Figure 1. PDN straps and rails (run 1).
Bar = 50 um. Pins as bars on the die edge.
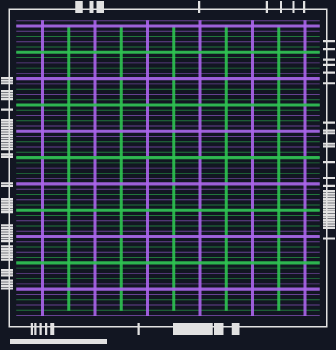
Figure 2. Cells colored by class (run 1).
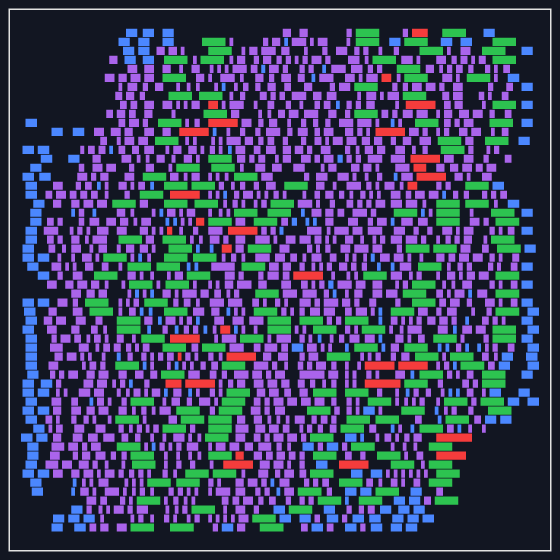
Figure 3. Clock distribution (run 1).
Bar = 50 um.
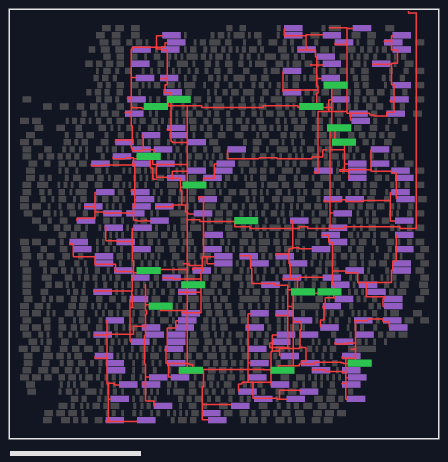
Figure 4. Wiring by layer (run 1).
Bar = 50 um.
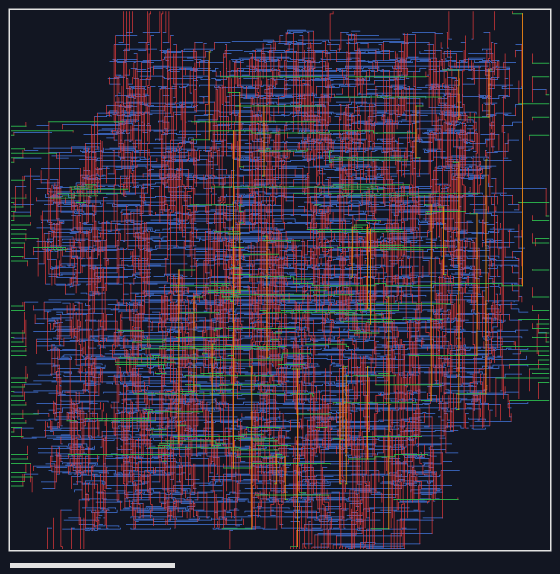
**src/rtl/div_pkg.sv**
```systemverilog
// Shared types and constants for the iterative signed divider.
// abs_w works on a 64-bit sign-extended operand so any WIDTH up to 64 can use it.
package div_pkg;

    localparam int DIV_WIDTH = 32;
    localparam int ABS_W     = 64;

    localparam logic [DIV_WIDTH-1:0] INT_MIN  = {1'b1, {(DIV_WIDTH-1){1'b0}}};
    localparam logic [DIV_WIDTH-1:0] ALL_ONES = '1;

    typedef enum logic [1:0] {
        ST_IDLE = 2'd0,
        ST_CALC = 2'd1,
        ST_FIX  = 2'd2,
        ST_DONE = 2'd3
    } div_state_e;

    // Magnitude of a sign-extended two's complement value; INT_MIN of a narrower
    // width maps to its unsigned magnitude in the low bits.
    function automatic logic [ABS_W-1:0] abs_w(input logic [ABS_W-1:0] v);
        return v[ABS_W-1] ? -v : v;
    endfunction

endpackage

```
**src/rtl/div_step.sv**
```systemverilog
// One combinational restoring-division step on a WIDTH+1 bit partial remainder.
module div_step
    import div_pkg::*;
#(
    parameter int WIDTH = DIV_WIDTH
) (
    input  logic [WIDTH:0]   rem_i,
    input  logic             msb_i,
    input  logic [WIDTH-1:0] dvs_i,
    output logic [WIDTH:0]   rem_o,
    output logic             q_o
);

    logic [WIDTH+1:0] shifted;
    logic [WIDTH+1:0] diff;

    assign shifted = {rem_i, msb_i};
    assign diff    = shifted - {2'b00, dvs_i};

    // Non-negative trial result keeps the subtraction, otherwise restore.
    assign q_o   = ~diff[WIDTH+1];
    assign rem_o = q_o ? diff[WIDTH:0] : shifted[WIDTH:0];

endmodule

```
**src/rtl/div_axis_core.sv**
```systemverilog
// Iterative signed divider behind non-blocking AXI-Stream channels (no tready).
// Fixed latency: accept, WIDTH restoring steps, one fix-up cycle, one result cycle.
module div_axis_core
    import div_pkg::*;
#(
    parameter int WIDTH = DIV_WIDTH
) (
    input  logic               clk,
    input  logic               rst,
    input  logic               s_axis_dividend_tvalid,
    input  logic [WIDTH-1:0]   s_axis_dividend_tdata,
    input  logic               s_axis_divisor_tvalid,
    input  logic [WIDTH-1:0]   s_axis_divisor_tdata,
    output logic               m_axis_dout_tvalid,
    output logic [2*WIDTH-1:0] m_axis_dout_tdata
);

    localparam int              CNT_W      = $clog2(WIDTH);
    localparam logic [CNT_W-1:0] LAST_STEP = CNT_W'(WIDTH - 1);
    localparam logic [WIDTH-1:0] INT_MIN_W = {1'b1, {(WIDTH-1){1'b0}}};
    localparam logic [WIDTH-1:0] ONES_W    = '1;

    div_state_e         state_q, state_d;
    logic [CNT_W-1:0]   cnt_q, cnt_d;
    logic [WIDTH-1:0]   dvd_q, dvd_d;
    logic [WIDTH-1:0]   dvs_q, dvs_d;
    logic [WIDTH:0]     rem_q, rem_d;
    logic               qs_q, qs_d;
    logic               rs_q, rs_d;
    logic               dz_q, dz_d;
    logic               ovf_q, ovf_d;
    logic [2*WIDTH-1:0] dout_q, dout_d;

    logic               accept;
    logic [WIDTH-1:0]   a_mag, b_mag;
    logic [WIDTH:0]     step_rem;
    logic               step_q;
    logic [WIDTH-1:0]   r_mag, q_fix, r_fix;

    assign accept = s_axis_dividend_tvalid && s_axis_divisor_tvalid;
    assign a_mag  = WIDTH'(abs_w(ABS_W'($signed(s_axis_dividend_tdata))));
    assign b_mag  = WIDTH'(abs_w(ABS_W'($signed(s_axis_divisor_tdata))));

    div_step #(.WIDTH(WIDTH)) u_step (
        .rem_i (rem_q),
        .msb_i (dvd_q[WIDTH-1]),
        .dvs_i (dvs_q),
        .rem_o (step_rem),
        .q_o   (step_q)
    );

    // dvd_q shifts out dividend bits at the top and collects quotient bits at the bottom.
    assign r_mag = rem_q[WIDTH-1:0];
    assign q_fix = qs_q ? -dvd_q : dvd_q;
    assign r_fix = rs_q ? -r_mag : r_mag;

    always_comb begin
        state_d = state_q;
        cnt_d   = cnt_q;
        dvd_d   = dvd_q;
        dvs_d   = dvs_q;
        rem_d   = rem_q;
        qs_d    = qs_q;
        rs_d    = rs_q;
        dz_d    = dz_q;
        ovf_d   = ovf_q;
        dout_d  = dout_q;
        case (state_q)
            ST_IDLE: begin
                if (accept) begin
                    dvd_d   = a_mag;
                    dvs_d   = b_mag;
                    rem_d   = '0;
                    qs_d    = s_axis_dividend_tdata[WIDTH-1] ^ s_axis_divisor_tdata[WIDTH-1];
                    rs_d    = s_axis_dividend_tdata[WIDTH-1];
                    dz_d    = (s_axis_divisor_tdata == '0);
                    ovf_d   = (s_axis_dividend_tdata == INT_MIN_W) &&
                              (s_axis_divisor_tdata == ONES_W);
                    cnt_d   = '0;
                    state_d = ST_CALC;
                end
            end
            ST_CALC: begin
                rem_d = step_rem;
                dvd_d = {dvd_q[WIDTH-2:0], step_q};
                cnt_d = cnt_q + CNT_W'(1);
                if (cnt_q == LAST_STEP) begin
                    state_d = ST_FIX;
                end
            end
            ST_FIX: begin
                // A zero divisor never restores, so r_fix is the original dividend.
                if (dz_q) begin
                    dout_d = {ONES_W, r_fix};
                end else if (ovf_q) begin
                    dout_d = {INT_MIN_W, {WIDTH{1'b0}}};
                end else begin
                    dout_d = {q_fix, r_fix};
                end
                state_d = ST_DONE;
            end
            ST_DONE: begin
                state_d = ST_IDLE;
            end
            default: begin
                state_d = ST_IDLE;
            end
        endcase
    end

    always_ff @(posedge clk) begin
        if (rst) begin
            state_q <= ST_IDLE;
            cnt_q   <= '0;
            dvd_q   <= '0;
            dvs_q   <= '0;
            rem_q   <= '0;
            qs_q    <= 1'b0;
            rs_q    <= 1'b0;
            dz_q    <= 1'b0;
            ovf_q   <= 1'b0;
            dout_q  <= '0;
        end else begin
            state_q <= state_d;
            cnt_q   <= cnt_d;
            dvd_q   <= dvd_d;
            dvs_q   <= dvs_d;
            rem_q   <= rem_d;
            qs_q    <= qs_d;
            rs_q    <= rs_d;
            dz_q    <= dz_d;
            ovf_q   <= ovf_d;
            dout_q  <= dout_d;
        end
    end

    assign m_axis_dout_tvalid = (state_q == ST_DONE);
    assign m_axis_dout_tdata  = dout_q;

endmodule

```
**config.mk**
```make
export PLATFORM = sky130hd
export DESIGN_NAME = div_axis_core
export DESIGN_NICKNAME = d
export VERILOG_FILES = /design/src/rtl/div_pkg.sv /design/src/rtl/div_step.sv /design/src/rtl/div_axis_core.sv
export SDC_FILE = /design/constraint.sdc
export NUM_CORES = 1
export LEC_CHECK = 0
export CELL_PAD_IN_SITES_DETAIL_PLACEMENT = 1
export CELL_PAD_IN_SITES_GLOBAL_PLACEMENT = 1
export CORE_MARGIN = 3
export CORE_UTILIZATION = 45
export DETAILED_ROUTE_END_ITERATION = 10
export GPL_TIMING_DRIVEN = 0
export PLACE_DENSITY = 0.92
export SETUP_SLACK_MARGIN = 0.15
export SLEW_MARGIN = 0
export SYNTH_ARGS = -nofsm -noshare
export SYNTH_HDL_FRONTEND = slang
export SYNTH_SLANG_ARGS = --single-unit
```
**constraint.sdc**
```tcl
create_clock -name clk -period 5.3 [get_ports clk]
set_clock_uncertainty 0.2 [all_clocks]
set_input_delay 1.06 -clock clk [delete_from_list [all_inputs] [get_ports clk]]
set_output_delay 1.06 -clock clk [all_outputs]
set_load 0.01 [all_outputs]
```
==> impl_metrics.py, run 1 <==
# Synthesis and PnR figures
metrics = {
    "status": {
        "status": "complete, no violations",
    },
    "finish": {
        "final_cell_mix": "dfxtp_1 (172), nand2_1 (169), nor2_1 (133), clkdlybuf4s50_1 (132), o21ai_0 (124)",
        "antennaDiodeCount": 1,
        "post-route-util_pct": 56.3,
        "layout-drive-gt1-share_pct": 3.16,
        "fin_cells": 1934,
        "n_all_inverters": 56,
        "synthToLayoutAreaGrowth_pct": 20.8,
        "clock_buffer_count": 20,
        "register_area_um2": 3440,
    },
    "critical_path": {
        "reg2reg_from": "rem_q[7]",
        "critical-path-slowest-cell": "clkbuf_1",
        "path_depth": 13,
        "crit_buf_inv": 3,
        "cp-endpoint": "dvd_q[0]",
        "critPathTopFamily": "AND-OR/OR-AND gates",
        "r2r-end": "dvd_q[0]",
    },
    "power": {
        "comb-power_uw": 3060,
        "switching_share_pct": 44.2,
        "intPower_uw": 3380,
        "maxPowerGroup": "combinational cells",
        "p_leak_uw": 0.00500,
    },
    "logic_synthesis": {
        "ys_cells": 1451,
        "async_flop_share_pct": 0,
        "syn-instance-count": 1451,
        "avgSynthCellArea_um2": 7.68,
    },
    "cts": {
        "clk_pin_slew_ps": 70,
        "h-tree-depth": 4,
        "clock-sinks": 172,
        "clockRootBuffer": "clkbuf_16",
    },
    "final_timing": {
        "max_slew_margin_pct": 38.7,
        "tns_ps": 0,
        "hold_ws_ps": 258,
        "drv_slew": 0,
    },
    "job": {
        "drv_cap": 0,
    },
    "floorplanning": {
        "die_height_um": 163,
    },
    "min_path": {
        "holdCritPathClass": "flop to flop",
        "timing.hold.worst.start": "m_axis_dout_tdata[52]",
    },
    "detailed_routing": {
        "via_per_inst": 6.01,
    },
    "placed_design": {
        "routabilityCongestion": 0.913,
    },
    "grt": {
        "grt-ovfl-total": 0,
    },
}
Notes on Figure 1 above:
legend:
  VSS:
    color: purple
  VDD:
    color: green
rows: 56
met5 straps: 11
met1 rails: 57

Notes on Figure 2 above:
legend:
  clock drivers and dummy loads:
    color: red
    cells: 31
  all other logic:
    color: purple
    cells: 1,193
  flip-flops:
    color: green
    cells: 172
  other buffers and delay cells:
    color: blue
    cells: 218

Notes on Figure 3 above:
legend:
  cells driving clock nets:
    color: green
    count: 17
  clock wires:
    color: red
    length: 2,300 um
  flip-flops:
    color: purple
    count: 172
routed clock nets: 18
flops lie: spread over the die
power share of the clock group: 21.4%
Power Clock: 1290 uW

Notes on Figure 4 above:
legend:
  met3:
    color: green
    wire_length: 2,460 um
  met1:
    color: blue
    wire_length: 18,000 um
  met2:
    color: red
    wire_length: 18,800 um
  met4:
    color: orange
    wire_length: 1,110 um
Tot GR Track Use: 30.1%
drt wl/cell: 20.9 um
Vias: 11,629
final wirelength: 40,400 um

run 1: synth_stat cells (10+ instances only):
library cell  instances  area share, %
or4_1                19            1.3
a31oi_1              12           0.67
o41ai_1              21            1.7
nand2_1             169            5.7
ha_1                 44            4.9
xnor2_1              87            6.8
a21o_1               18            1.2
o211ai_1             14           0.94
inv_1                56            1.9
nor2b_1              35            2.0
o21ai_0             124            5.6
nand2b_1             23            1.3
mux2i_1              36            3.2
a211oi_1             36            2.4
xor2_1               61            4.8
or3_1                18            1.0
nand3_1              28            1.3
dfxtp_1             172             31
nor4_1               10           0.56
nand4_1              11           0.62
a21oi_1             116            5.2
nor2_1              133            4.5
o31ai_1              31            2.1
clkbuf_1             81            2.7
==> run 1 -> run 2 <==
Settings changed: CAP_MARGIN from default to 20.
Figure 5. Cells colored by class (run 2).
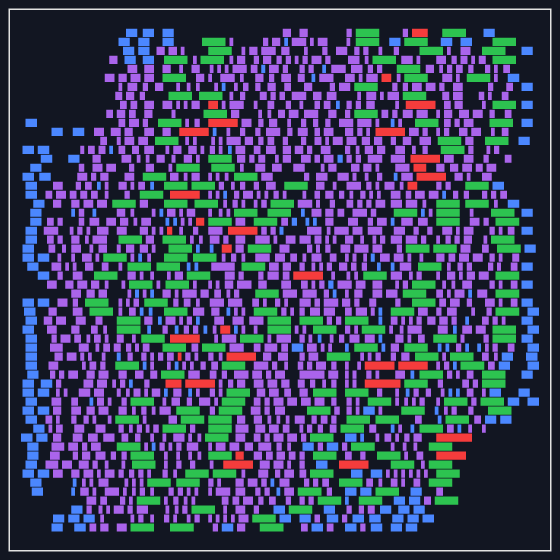
legend:
  other buffers and delay cells:
    color: blue
    cells: 218
  clock drivers and dummy loads:
    color: red
    cells: 31
  all other logic:
    color: purple
    cells: 1,193
  flip-flops:
    color: green
    cells: 172
sequential share of cell area: 25.6%
Rows: 56
finished layout cell area: 13,500 um2
core area: 23,900 um2
final core utilization: 56.3%

Figure 6. Wiring by layer (run 2).
Bar = 50 um.
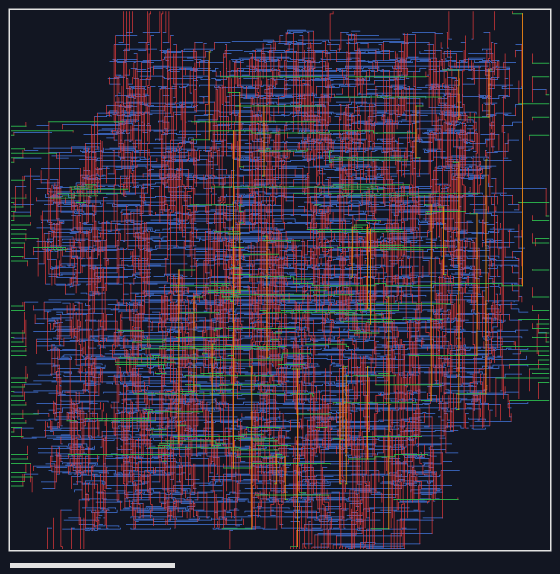
legend:
  met3:
    color: green
    wire_length: 2,460 um
  met2:
    color: red
    wire_length: 18,800 um
  met1:
    color: blue
    wire_length: 18,000 um
  met4:
    color: orange
    wire_length: 1,110 um

==> impl_metrics.py, run 2 <==
# Synthesis and PnR figures
metrics = {
    "logic_synthesis": {
        "synth_top_cell_by_count": "dfxtp_1",
        "syn-instance-count": 1451,
        "ys_cells": 1451,
        "top_area_share_pct": 30.9,
        "ys_sh_simple_pct": 20.6,
        "synth-adder-area-share_pct": 5.12,
        "top_area_cell": "dfxtp_1",
        "async_flop_share_pct": 0,
        "common_cells": "dfxtp_1 (172), nand2_1 (169), nor2_1 (133), o21ai_0 (124), a21oi_1 (116)",
        "avgSynthCellArea_um2": 7.68,
        "yosys-top-cells-area": "dfxtp_1 (31%), xnor2_1 (6.8%), nand2_1 (5.7%)",
    },
    "final_timing": {
        "max_slew_margin_pct": 38.7,
        "timing.fmax_mhz": 213,
        "drv_slew": 0,
        "tns_ps": 0,
        "final-setup-viol-count": 0,
        "hold_ws_ps": 258,
    },
    "finish": {
        "ff_count": 172,
        "fin_cells": 1934,
        "n_all_inverters": 56,
        "dominant_cells": "logic gates",
        "clock_buffer_count": 20,
        "synthToLayoutAreaGrowth_pct": 20.8,
        "register_area_um2": 3440,
        "layout-drive-gt1-share_pct": 3.16,
    },
    "detailed_routing": {
        "wl_um": 40400,
        "wl_per_cell_um": 20.9,
        "vias": 11629,
        "wirelength_met1_um": 18000,
        "via_per_inst": 6.01,
        "dr_wl_met2_um": 18800,
    },
    "cts": {
        "clk_pin_slew_ps": 70,
        "cts_hold_buf": 0,
        "clockRootBuffer": "clkbuf_16",
        "clock-sinks": 172,
        "h-tree-depth": 4,
    },
    "grt": {
        "grt-ovfl-total": 0,
        "grt_use_total_pct": 30.1,
    },
    "critical_path": {
        "crit_buf_inv": 3,
        "critPathTopFamily": "AND-OR/OR-AND gates",
        "path_depth": 13,
        "critical-path-slowest-cell": "clkbuf_1",
    },
    "status": {
        "status": "complete, no violations",
    },
    "power": {
        "clkPwrFrac_pct": 21.4,
        "pwr_density_cell_nw_per_um2": 450,
        "switching_share_pct": 44.2,
        "intPower_uw": 3380,
    },
    "min_path": {
        "holdCritPathClass": "flop to flop",
    },
    "floorplanning": {
        "die_height_um": 163,
    },
    "job": {
        "drv_cap": 0,
    },
}
## run 2: path summary, 6_finish.rpt
check | from | to | slack (ps)
max | rem_q[7] | dvd_q[0] | 620
min | m_axis_dout_tdata[52] | m_axis_dout_tdata[52] | 260
max reg2reg | rem_q[7] | dvd_q[0] | 620
min reg2reg | m_axis_dout_tdata[52] | m_axis_dout_tdata[52] | 260
## run 2: power by group through the flow
stage          Combinational, uW  Clock [uW]  Sequential [uW]
3_3_place_gp                2830           0             1690
6_report                    3060        1290             1700
3_5_place_dp                2930           0             1710
5_1_grt                     3320        1350             1720
2_1_floorplan               2100           0             1650
4_1_cts                     3000        1290             1690
==> run 2 -> run 3 <==
Settings changed: SKIP_CTS_REPAIR_TIMING from default to 1.
Figure 7. Cells colored by class (run 3).
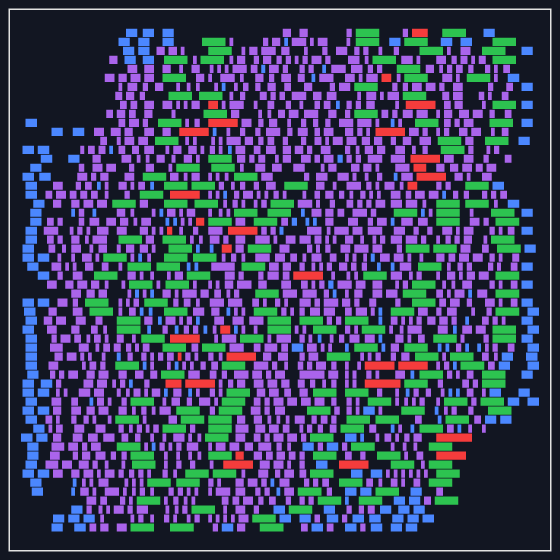
legend:
  other buffers and delay cells:
    color: blue
    cells: 218
  all other logic:
    color: purple
    cells: 1,193
  flip-flops:
    color: green
    cells: 172
  clock drivers and dummy loads:
    color: red
    cells: 31

Figure 8. Clock distribution (run 3).
Bar = 50 um.
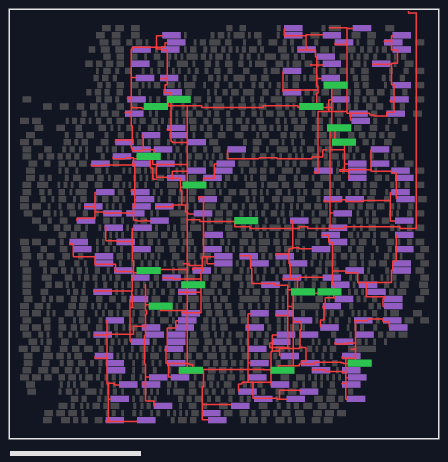
legend:
  clock wires:
    color: red
    length: 2,300 um
  cells driving clock nets:
    color: green
    count: 17
  flip-flops:
    color: purple
    count: 172
flops lie: spread over the die

==> impl_metrics.py, run 3 <==
# Synthesis and PnR figures
metrics = {
    "power": {
        "p_leak_uw": 0.00500,
        "pwr_density_cell_nw_per_um2": 450,
        "intPower_uw": 3380,
        "switching_share_pct": 44.2,
    },
    "job": {
        "drv_cap": 0,
    },
    "detailed_routing": {
        "dr_wl_met2_um": 18800,
        "via_per_inst": 6.01,
        "wl_um": 40400,
        "wirelength_met1_um": 18000,
        "wl_per_cell_um": 20.9,
    },
    "final_timing": {
        "tns_ps": 0,
        "timing.fmax_mhz": 213,
        "final-setup-viol-count": 0,
        "max_slew_margin_pct": 38.7,
        "drv_slew": 0,
        "hold_ws_ps": 258,
    },
    "finish": {
        "final_cell_mix": "dfxtp_1 (172), nand2_1 (169), nor2_1 (133), clkdlybuf4s50_1 (132), o21ai_0 (124)",
        "synthToLayoutAreaGrowth_pct": 20.8,
        "fin_cells": 1934,
        "finalInstanceArea_um2": 13500,
    },
    "critical_path": {
        "critical-path-slowest-cell": "clkbuf_1",
        "cp-startpoint": "rem_q[7]",
        "reg2reg_slack_ps": 620,
        "path_depth": 13,
        "reg2reg_from": "rem_q[7]",
        "critPathTopFamily": "AND-OR/OR-AND gates",
        "r2r-end": "dvd_q[0]",
        "crit_buf_inv": 3,
    },
    "cts": {
        "h-tree-depth": 4,
        "clk_pin_slew_ps": 70,
    },
    "floorplanning": {
        "core-area_um2": 23900,
        "die_height_um": 163,
    },
    "logic_synthesis": {
        "synth-adder-area-share_pct": 5.12,
        "synth_top_cell_by_count": "dfxtp_1",
        "ys_cells": 1451,
        "syn-instance-count": 1451,
        "top_area_cell": "dfxtp_1",
    },
    "status": {
        "status": "complete, no violations",
    },
    "grt": {
        "grt-ovfl-total": 0,
    },
}
run 3: cell counts after synthesis:
Identical to the previous run, type by type.
run 3: cell type report:
type | instances | share of cell area [%]
plain buffers | 86 | 2.43
clock inverters | 11 | 1.00
flip-flops and latches | 172 | 25.6
inverters | 56 | 1.56
multi-input cells | 1137 | 53.2
well taps | 319 | 2.97
repair buffers | 132 | 9.82
diodes | 1 | 0.0186
clock buffers | 20 | 3.40
run 3: power by group through the flow:
stage                     Clock [uW]  Sequential (uW)  Combinational [uW]
final                           1290             1700                3060
after global placement             0             1690                2830
after global routing            1350             1720                3320
after floorplan                    0             1650                2100
after CTS                       1290             1690                3000
after detailed placement           0             1710                2930
Power figures rest on the tool's default switching activity, not on a simulated workload.
